Fig. 1: run 1, routed clock nets over the placement
Bar = 20 um.
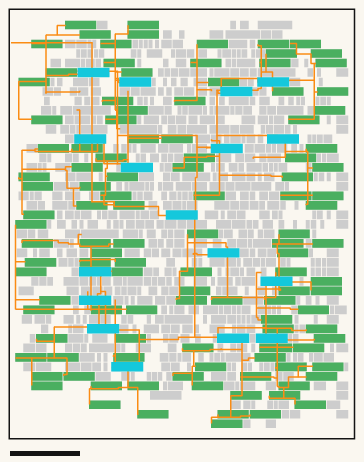
Fig. 2: run 1, placement by cell class
Bar = 20 um.
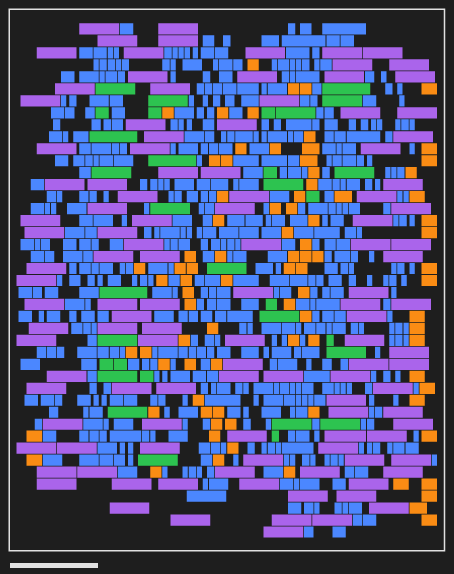
Fig. 3: run 1, wiring by layer
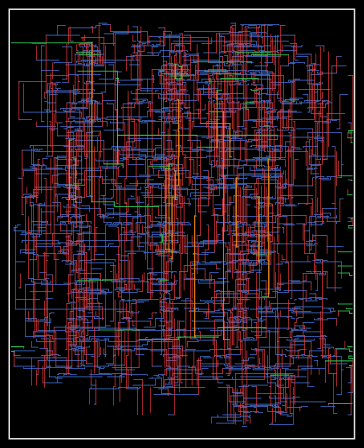
### src/rtl/sigma_delta_pkg.sv
// Width helpers and shared types for the sigma-delta ADC slice.
package sigma_delta_pkg;

  localparam int DEF_OVERSAMPLE_RATE = 256;
  localparam int DEF_CIC_STAGES      = 2;
  localparam int DEF_ADC_BITLEN      = 16;

  function automatic int cic_log2(input int r);
    return $clog2(r);
  endfunction

  function automatic int cic_width(input int r, input int n);
    return n * $clog2(r) + 1;
  endfunction

  // Positive result: right shift of the clamped CIC word; negative: left shift.
  function automatic int cic_shift(input int r, input int n, input int bitlen);
    return n * $clog2(r) - bitlen;
  endfunction

  typedef logic [cic_width(DEF_OVERSAMPLE_RATE, DEF_CIC_STAGES)-1:0] cic_word_t;

endpackage

### src/rtl/cic_comb.sv
// One CIC comb stage: difference against the value held at the previous enable.
module cic_comb #(
  parameter int W = 17
) (
  input  logic         clk,
  input  logic         rst,
  input  logic         ena,
  input  logic [W-1:0] din,
  output logic [W-1:0] dout
);

  logic [W-1:0] dly;

  always_ff @(posedge clk or negedge rst) begin
    if (!rst)
      dly <= '0;
    else if (ena)
      dly <= din;
  end

  assign dout = din - dly;

endmodule

### src/rtl/cic_integrator.sv
// One CIC integrator stage; modular accumulation, wrap-around is intentional.
module cic_integrator #(
  parameter int W = 17
) (
  input  logic         clk,
  input  logic         rst,
  input  logic         ena,
  input  logic [W-1:0] din,
  output logic [W-1:0] dout
);

  always_ff @(posedge clk or negedge rst) begin
    if (!rst)
      dout <= '0;
    else if (ena)
      dout <= dout + din;
  end

endmodule

### src/rtl/sigma_delta_sync.sv
// Two-flop synchronizer for the asynchronous comparator input.
module sigma_delta_sync (
  input  logic clk,
  input  logic rst,
  input  logic d,
  output logic q
);

  logic meta;

  always_ff @(posedge clk or negedge rst) begin
    if (!rst) begin
      meta <= 1'b0;
      q    <= 1'b0;
    end else begin
      meta <= d;
      q    <= meta;
    end
  end

endmodule

### src/rtl/sigma_delta_adc.sv
// Fabric sigma-delta ADC: comparator sampling, 1-bit feedback, N-stage CIC decimator.
// Optional macro SIGMA_DELTA_ADC_SETTLE_MASK_EN hides the first N+1 transient samples.
module sigma_delta_adc
  import sigma_delta_pkg::*;
#(
  parameter int OVERSAMPLE_RATE = DEF_OVERSAMPLE_RATE,
  parameter int CIC_STAGES      = DEF_CIC_STAGES,
  parameter int ADC_BITLEN      = DEF_ADC_BITLEN
) (
  input  logic                  clk,
  input  logic                  rst,
  input  logic                  adc_cmp_in,
  output logic                  adc_fb_pin,
  output logic [ADC_BITLEN-1:0] adc_data,
  output logic                  adc_valid,
  input  logic                  adc_ready,
  output logic                  adc_overrun
);

  localparam int L     = cic_log2(OVERSAMPLE_RATE);
  localparam int NL    = CIC_STAGES * L;
  localparam int CIC_W = cic_width(OVERSAMPLE_RATE, CIC_STAGES);
  localparam int SHIFT = cic_shift(OVERSAMPLE_RATE, CIC_STAGES, ADC_BITLEN);

  logic                             cmp_sync;
  logic                             bs;
  logic [L-1:0]                     cnt;
  logic                             dec_stb;
  logic                             stb_d;
  logic [CIC_STAGES:0][CIC_W-1:0]   integ;
  logic [CIC_STAGES:0][CIC_W-1:0]   comb;
  logic [CIC_W-1:0]                 cic_q;
  logic [NL-1:0]                    sat;
  logic [ADC_BITLEN-1:0]            scaled;
  logic                             masked;
  logic                             new_sample;

  sigma_delta_sync u_sync (
    .clk (clk),
    .rst (rst),
    .d   (adc_cmp_in),
    .q   (cmp_sync)
  );

  // bs is the third register after the pin and directly drives the feedback.
  always_ff @(posedge clk or negedge rst) begin
    if (!rst)
      bs <= 1'b0;
    else
      bs <= cmp_sync;
  end

  assign adc_fb_pin = bs;
  assign integ[0]   = CIC_W'(bs);

  for (genvar i = 0; i < CIC_STAGES; i++) begin : g_integ
    cic_integrator #(.W(CIC_W)) u_int (
      .clk  (clk),
      .rst  (rst),
      .ena  (1'b1),
      .din  (integ[i]),
      .dout (integ[i+1])
    );
  end

  always_ff @(posedge clk or negedge rst) begin
    if (!rst)
      cnt <= '0;
    else
      cnt <= cnt + 1'b1;
  end

  assign dec_stb = &cnt;
  assign comb[0] = integ[CIC_STAGES];

  for (genvar i = 0; i < CIC_STAGES; i++) begin : g_comb
    cic_comb #(.W(CIC_W)) u_comb (
      .clk  (clk),
      .rst  (rst),
      .ena  (dec_stb),
      .din  (comb[i]),
      .dout (comb[i+1])
    );
  end

  always_ff @(posedge clk or negedge rst) begin
    if (!rst) begin
      cic_q <= '0;
      stb_d <= 1'b0;
    end else begin
      stb_d <= dec_stb;
      if (dec_stb)
        cic_q <= comb[CIC_STAGES];
    end
  end

  // A full-scale window yields exactly R^N, one LSB past the NL-bit range.
  assign sat = cic_q[NL] ? '1 : cic_q[NL-1:0];

  if (SHIFT >= 0) begin : g_shr
    assign scaled = sat[NL-1 -: ADC_BITLEN];
  end else begin : g_shl
    assign scaled = {sat, {(-SHIFT){1'b0}}};
  end

`ifdef SIGMA_DELTA_ADC_SETTLE_MASK_EN
  localparam int MASK_W = $clog2(CIC_STAGES + 2);
  localparam logic [MASK_W-1:0] MASK_LAST = MASK_W'(CIC_STAGES + 1);

  logic [MASK_W-1:0] mask_cnt;

  always_ff @(posedge clk or negedge rst) begin
    if (!rst)
      mask_cnt <= '0;
    else if (stb_d && masked)
      mask_cnt <= mask_cnt + 1'b1;
  end

  assign masked = (mask_cnt != MASK_LAST);
`else
  assign masked = 1'b0;
`endif

  assign new_sample = stb_d && !masked;

  // Newest sample always wins; losing an unconsumed one latches the overrun flag.
  always_ff @(posedge clk or negedge rst) begin
    if (!rst) begin
      adc_data    <= '0;
      adc_valid   <= 1'b0;
      adc_overrun <= 1'b0;
    end else if (new_sample) begin
      adc_data  <= scaled;
      adc_valid <= 1'b1;
      if (adc_valid && !adc_ready)
        adc_overrun <= 1'b1;
    end else if (adc_valid && adc_ready) begin
      adc_valid <= 1'b0;
    end
  end

endmodule

### config.mk
export PLATFORM = sky130hd
export DESIGN_NAME = sigma_delta_adc
export DESIGN_NICKNAME = d
export VERILOG_FILES = /design/src/rtl/sigma_delta_pkg.sv /design/src/rtl/cic_comb.sv /design/src/rtl/cic_integrator.sv /design/src/rtl/sigma_delta_sync.sv /design/src/rtl/sigma_delta_adc.sv
export SDC_FILE = /design/constraint.sdc
export NUM_CORES = 1
export LEC_CHECK = 0
export CAP_MARGIN = 20
export CORE_ASPECT_RATIO = 1.25
export CORE_UTILIZATION = 56
export DETAILED_ROUTE_END_ITERATION = 8
export PLACE_DENSITY = 0.76
export SLEW_MARGIN = 30
export SYNTH_ARGS = -nofsm -noshare
export SYNTH_HDL_FRONTEND = slang
export SYNTH_SLANG_ARGS = --single-unit
### constraint.sdc
create_clock -name clk -period 3.7 [get_ports clk]
set_input_delay 0.37 -clock clk [delete_from_list [all_inputs] [get_ports clk]]
set_output_delay 0.37 -clock clk [all_outputs]
set_load 0.03 [all_outputs]
==> results_dict.tcl, run 1 <==
# implementation run metrics
set metrics [dict create \
    status "finished with violations" \
    violations "DRC, hold timing, setup timing" \
    setup_violations 2 \
    drcViolationCount 3 \
    grt_max_degree 82 \
    synthAoiAreaFrac_pct 16.62 \
    max_stage_delay_ps 520 \
    ys_sh_simple_pct 15.09 \
    antenna_cells 0 \
    cp_slowest_cell "or4b_4" \
    fin_setup_tns_ps -385.8 \
    hold_slack_ps -4.530 \
    cts_made_buffers 17 \
    max_freq_ghz 0.2452 \
    adder_share_pct 10.71 \
    yosys_warnings 0 \
    rr_worst_depth 19 \
    hold_violations 1 \
    p_leak_uw 0.003798 \
    required_ps 3990 \
    worst_slack_ps -378.4 \
    worst-path-stages 19 \
]
-- Fig. 1 (at the start) --
[clock wires] orange | length: 1550 um
[cells driving clock nets] cyan | count: 17
[flip-flops] green | count: 115
flops lie: widely spread
routed clock nets: 18
clock network power consumption: 1740 uW
Clock power frac: 20.4%
Worst-Skew Late Latency: 420 ps
worst setup skew after layout: 7.316 ps

-- Fig. 2 (at the start) --
| class | color | cells |
|---|---|---|
| all other logic | blue | 550 |
| other buffers and delay cells | orange | 86 |
| flops | purple | 115 |
| clock drivers and dummy loads | green | 32 |
flop share of the area: 35.39%
final instance area: 8134 sq um

-- Fig. 3 (at the start) --
| layer | color | wire length |
|---|---|---|
| met4 | orange | 409 um |
| met1 | blue | 5780 um |
| met3 | green | 391 um |
| met2 | red | 7450 um |
Total GRT Usage: 24.98%
vias: 5173

## run 1: stage by stage
stage,setup WS [ps],total power [uW],hold slack [ps],cell area [sq um]
5_1_grt,-569.3,9097,61.05,8134
3_3_place_gp,-360.4,5884,335.2,7302
6_report,-378.4,8532,-4.530,8134
3_5_place_dp,-469.0,6075,345.7,7302
2_1_floorplan,-348.9,4603,74.41,6553
4_1_cts,-376.3,8001,163.4,7983
## run 1: cells in the mapped netlist (4+ instances only)
master    instances
nand2_1          69
a31oi_1           6
a211oi_1          5
clkbuf_1         14
nand2b_1          6
mux2_2            9
o21ai_0          43
o31ai_1           4
a21o_1           13
xor2_1           20
o21bai_1          4
nor3_1            7
o21a_1            8
a21oi_1          44
and2_1            4
o21ai_1          17
xnor2_1          40
and3_1           11
ha_1             51
nand3_1          18
dfrtp_1         115
nor2b_1           7
nand4_1          11
inv_1            45
nor2_1           61
## run 1: layout make-up
cell class	count	area (sq um)
sequential	115	2879
multi-input combinational	505	3571
fill	762	3057
timing repair buffer	86	713.2
tap	135	168.9
clock buffer	17	425.4
clock inverter	15	207.7
inverter	45	168.9
## run 1: report_power, final
group	internal, uW	total [uW]	switching (uW)
Clock	1130	1740	611
Sequential	1370	1460	95.6
Combinational	2510	5330	2820
Total	5000	8530	3530
## run 1: what timing repair did
action | 4_1_cts | 5_1_grt
gates resized | 8 | 23
pin swaps | 15 | 14
hold buffers | 0 | 0
setup endpoints to repair | 2 | 7
buffers inserted | 2 | 5
gates cloned | 0 | 0
## run 1: layer usage
| layer | part of all wire (%) | vias to the layer above | track usage, % |
|---|---|---|---|
| met4 | 2.9 | 0 | 12.22 |
| met2 | 53 | 123 | 45.69 |
| li1 | - | 2555 | - |
| met3 | 2.8 | 39 | 5.068 |
| met1 | 41 | 2456 | 27.75 |
| met5 | 0 | - | 0 |
==> run 2: changes to the inputs <==
--- a/config.mk
+++ b/config.mk
@@ -6,10 +6,13 @@
 export NUM_CORES = 1
 export LEC_CHECK = 0
 export CAP_MARGIN = 20
+export CELL_PAD_IN_SITES_DETAIL_PLACEMENT = 1
+export CELL_PAD_IN_SITES_GLOBAL_PLACEMENT = 2
 export CORE_ASPECT_RATIO = 1.25
-export CORE_UTILIZATION = 56
+export CORE_UTILIZATION = 36
+export CTS_CLUSTER_DIAMETER = 30
 export DETAILED_ROUTE_END_ITERATION = 8
-export PLACE_DENSITY = 0.76
+export PLACE_DENSITY = 0.75
 export SLEW_MARGIN = 30
 export SYNTH_ARGS = -nofsm -noshare
 export SYNTH_HDL_FRONTEND = slang
Fig. 4: run 2, routed clock nets over the placement
Bar = 20 um.
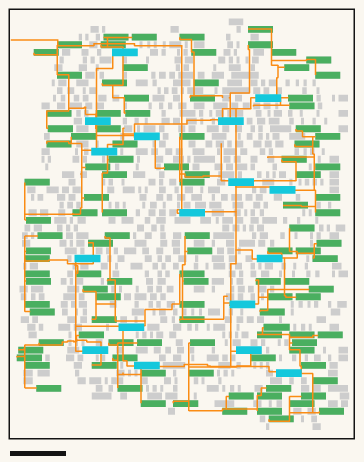
[flip-flops] green | count: 115
[cells driving clock nets] cyan | count: 17
[clock wires] orange | length: 1780 um
routed clock nets: 18
flops lie: widely spread
worst setup skew after layout: 7.552 ps
clock network power consumption: 1490 uW
Worst-Skew Late Latency: 430 ps

==> run 2 against run 1 <==
Against the previous run:
- the run ends with setup timing left
- register-to-register slack lost 50 ps
- clock skew is essentially flat
- combinational power grew 5.1%
- first-iteration DRC count shrank 59%
- cell area grew 1.8%
- critical path depth shrank 1
- flip-flop count is the same
- non-clock buffer count grew 13
- core utilization shrank 26 points
==> results_dict.tcl, run 2 <==
# implementation run metrics
set metrics [dict create \
    hold_violations 0 \
    worst-path-stages 18 \
    max_stage_delay_ps 500 \
    grt_max_degree 106 \
    synth_cell_types 58 \
    required_ps 4000 \
    synth_top_cell_by_area "dfrtp_1" \
    worst_slack_ps -424.2 \
    drcViolationCount 0 \
    wl_per_cell_um 15.20 \
    top_cell "dfrtp_1" \
    design_area_sq_um 8282 \
    antenna_left 0 \
    setup_violations 2 \
    htreeDepth 4 \
    p_leak_uw 0.003803 \
    violations "setup timing" \
    hold_slack_ps 318.2 \
    ir_drop_mv 0.4717 \
    period_used_pct 111.5 \
    nets 841 \
    grt_pass1_wl_mm 26.58 \
    max_freq_ghz 0.2425 \
    antenna_cells 0 \
    vias 5175 \
    place_ws_ps -504.2 \
    grt_pass1_vias 5651 \
    final_layout_size_suffix_gt1_share_pct 20.48 \
    post-route-min-period_ps 4124 \
    yosys_warnings 0 \
    cts_sinks 115 \
    critPathLaunch "g_integ[1].u_int.dout[0]" \
    fill_cells 2002 \
    worstSetupPathType "reg -> reg" \
    synthTopCellsByCount "dfrtp_1, nand2_1, nor2_1" \
    cts_made_buffers 17 \
    grt.total_usage_pct 18.19 \
    end_kind "flop" \
    cp_slowest_cell "or4b_4" \
    drv_cap 0 \
    dpl-instance-area_sq_um 7463 \
    drtIter0Drc 101 \
    total_power_uw 8553 \
    status "finished with violations" \
    rr_worst_depth 18 \
    area_delta_synth_final_pct 27.04 \
]
[run 2: routing by layer]
metal	global-route usage, %	routed length (um)	up-vias
met1	20.16	6575	2501
met4	7.724	443	0
met2	32.72	8141	65
met3	4.004	341	28
li1	-	-	2581
met5	0	0	-
[run 2: how the worst min path moves through the flow]
stage | startpoint | end | slack [ps]
floorplan | rst | adc_data[0] | 70
global placement | rst | cnt[5] | 210
detailed placement | rst | cnt[5] | 220
CTS | rst | cnt[5] | 300
global route | rst | cnt[5] | 340
finish | rst | cnt[0] | 320
[run 2: logic make-up (layout without fill, tap and decap cells)]
group,after synthesis,in the layout,synth area share (%)
compound gates,172,172,16.62
xor+xnor,60,60,8.062
fa+ha+maj,54,54,10.71
buf+inv,62,176,3.589
flops,115,115,44.15
mux,10,10,1.785
simple gates,209,209,15.09
[run 2: area by class of cell]
cell class / count / area [sq um] / share of cell area (%)
clock buffer: 17 / 425.4 / 5.137
clock inverter: 15 / 111.4 / 1.345
multi-input combinational: 505 / 3595 / 43.41
inverter: 45 / 168.9 / 2.040
timing repair buffer: 99 / 822.0 / 9.926
tap: 224 / 280.3 / 3.384
sequential: 115 / 2879 / 34.76
[run 2: timing repair]
action,CTS,global route
gates resized,7,29
hold endpoints to repair,10,0
setup buffers,10,7
setup endpoints to repair,2,5
pin swaps,18,13
hold buffers,1,0
[run 2: through the flow]
step / std cells / utilization, % / setup TNS (ps)
6_report: 1020 / 47.14 / -493.2
5_1_grt: 1020 / 47.14 / -1003
4_1_cts: 1016 / 46.15 / -389.2
3_5_place_dp: 973 / 42.49 / -641.9
3_3_place_gp: 973 / 42.49 / -462.6
2_1_floorplan: 682 / - / -348.9
[run 2: power breakdown]
part | total, uW | switching [uW] | internal (uW)
clock network | 1490 | 638 | 855
registers | 1460 | 92.8 | 1370
logic | 5600 | 2890 | 2710
Power and IR drop assume default switching activity.
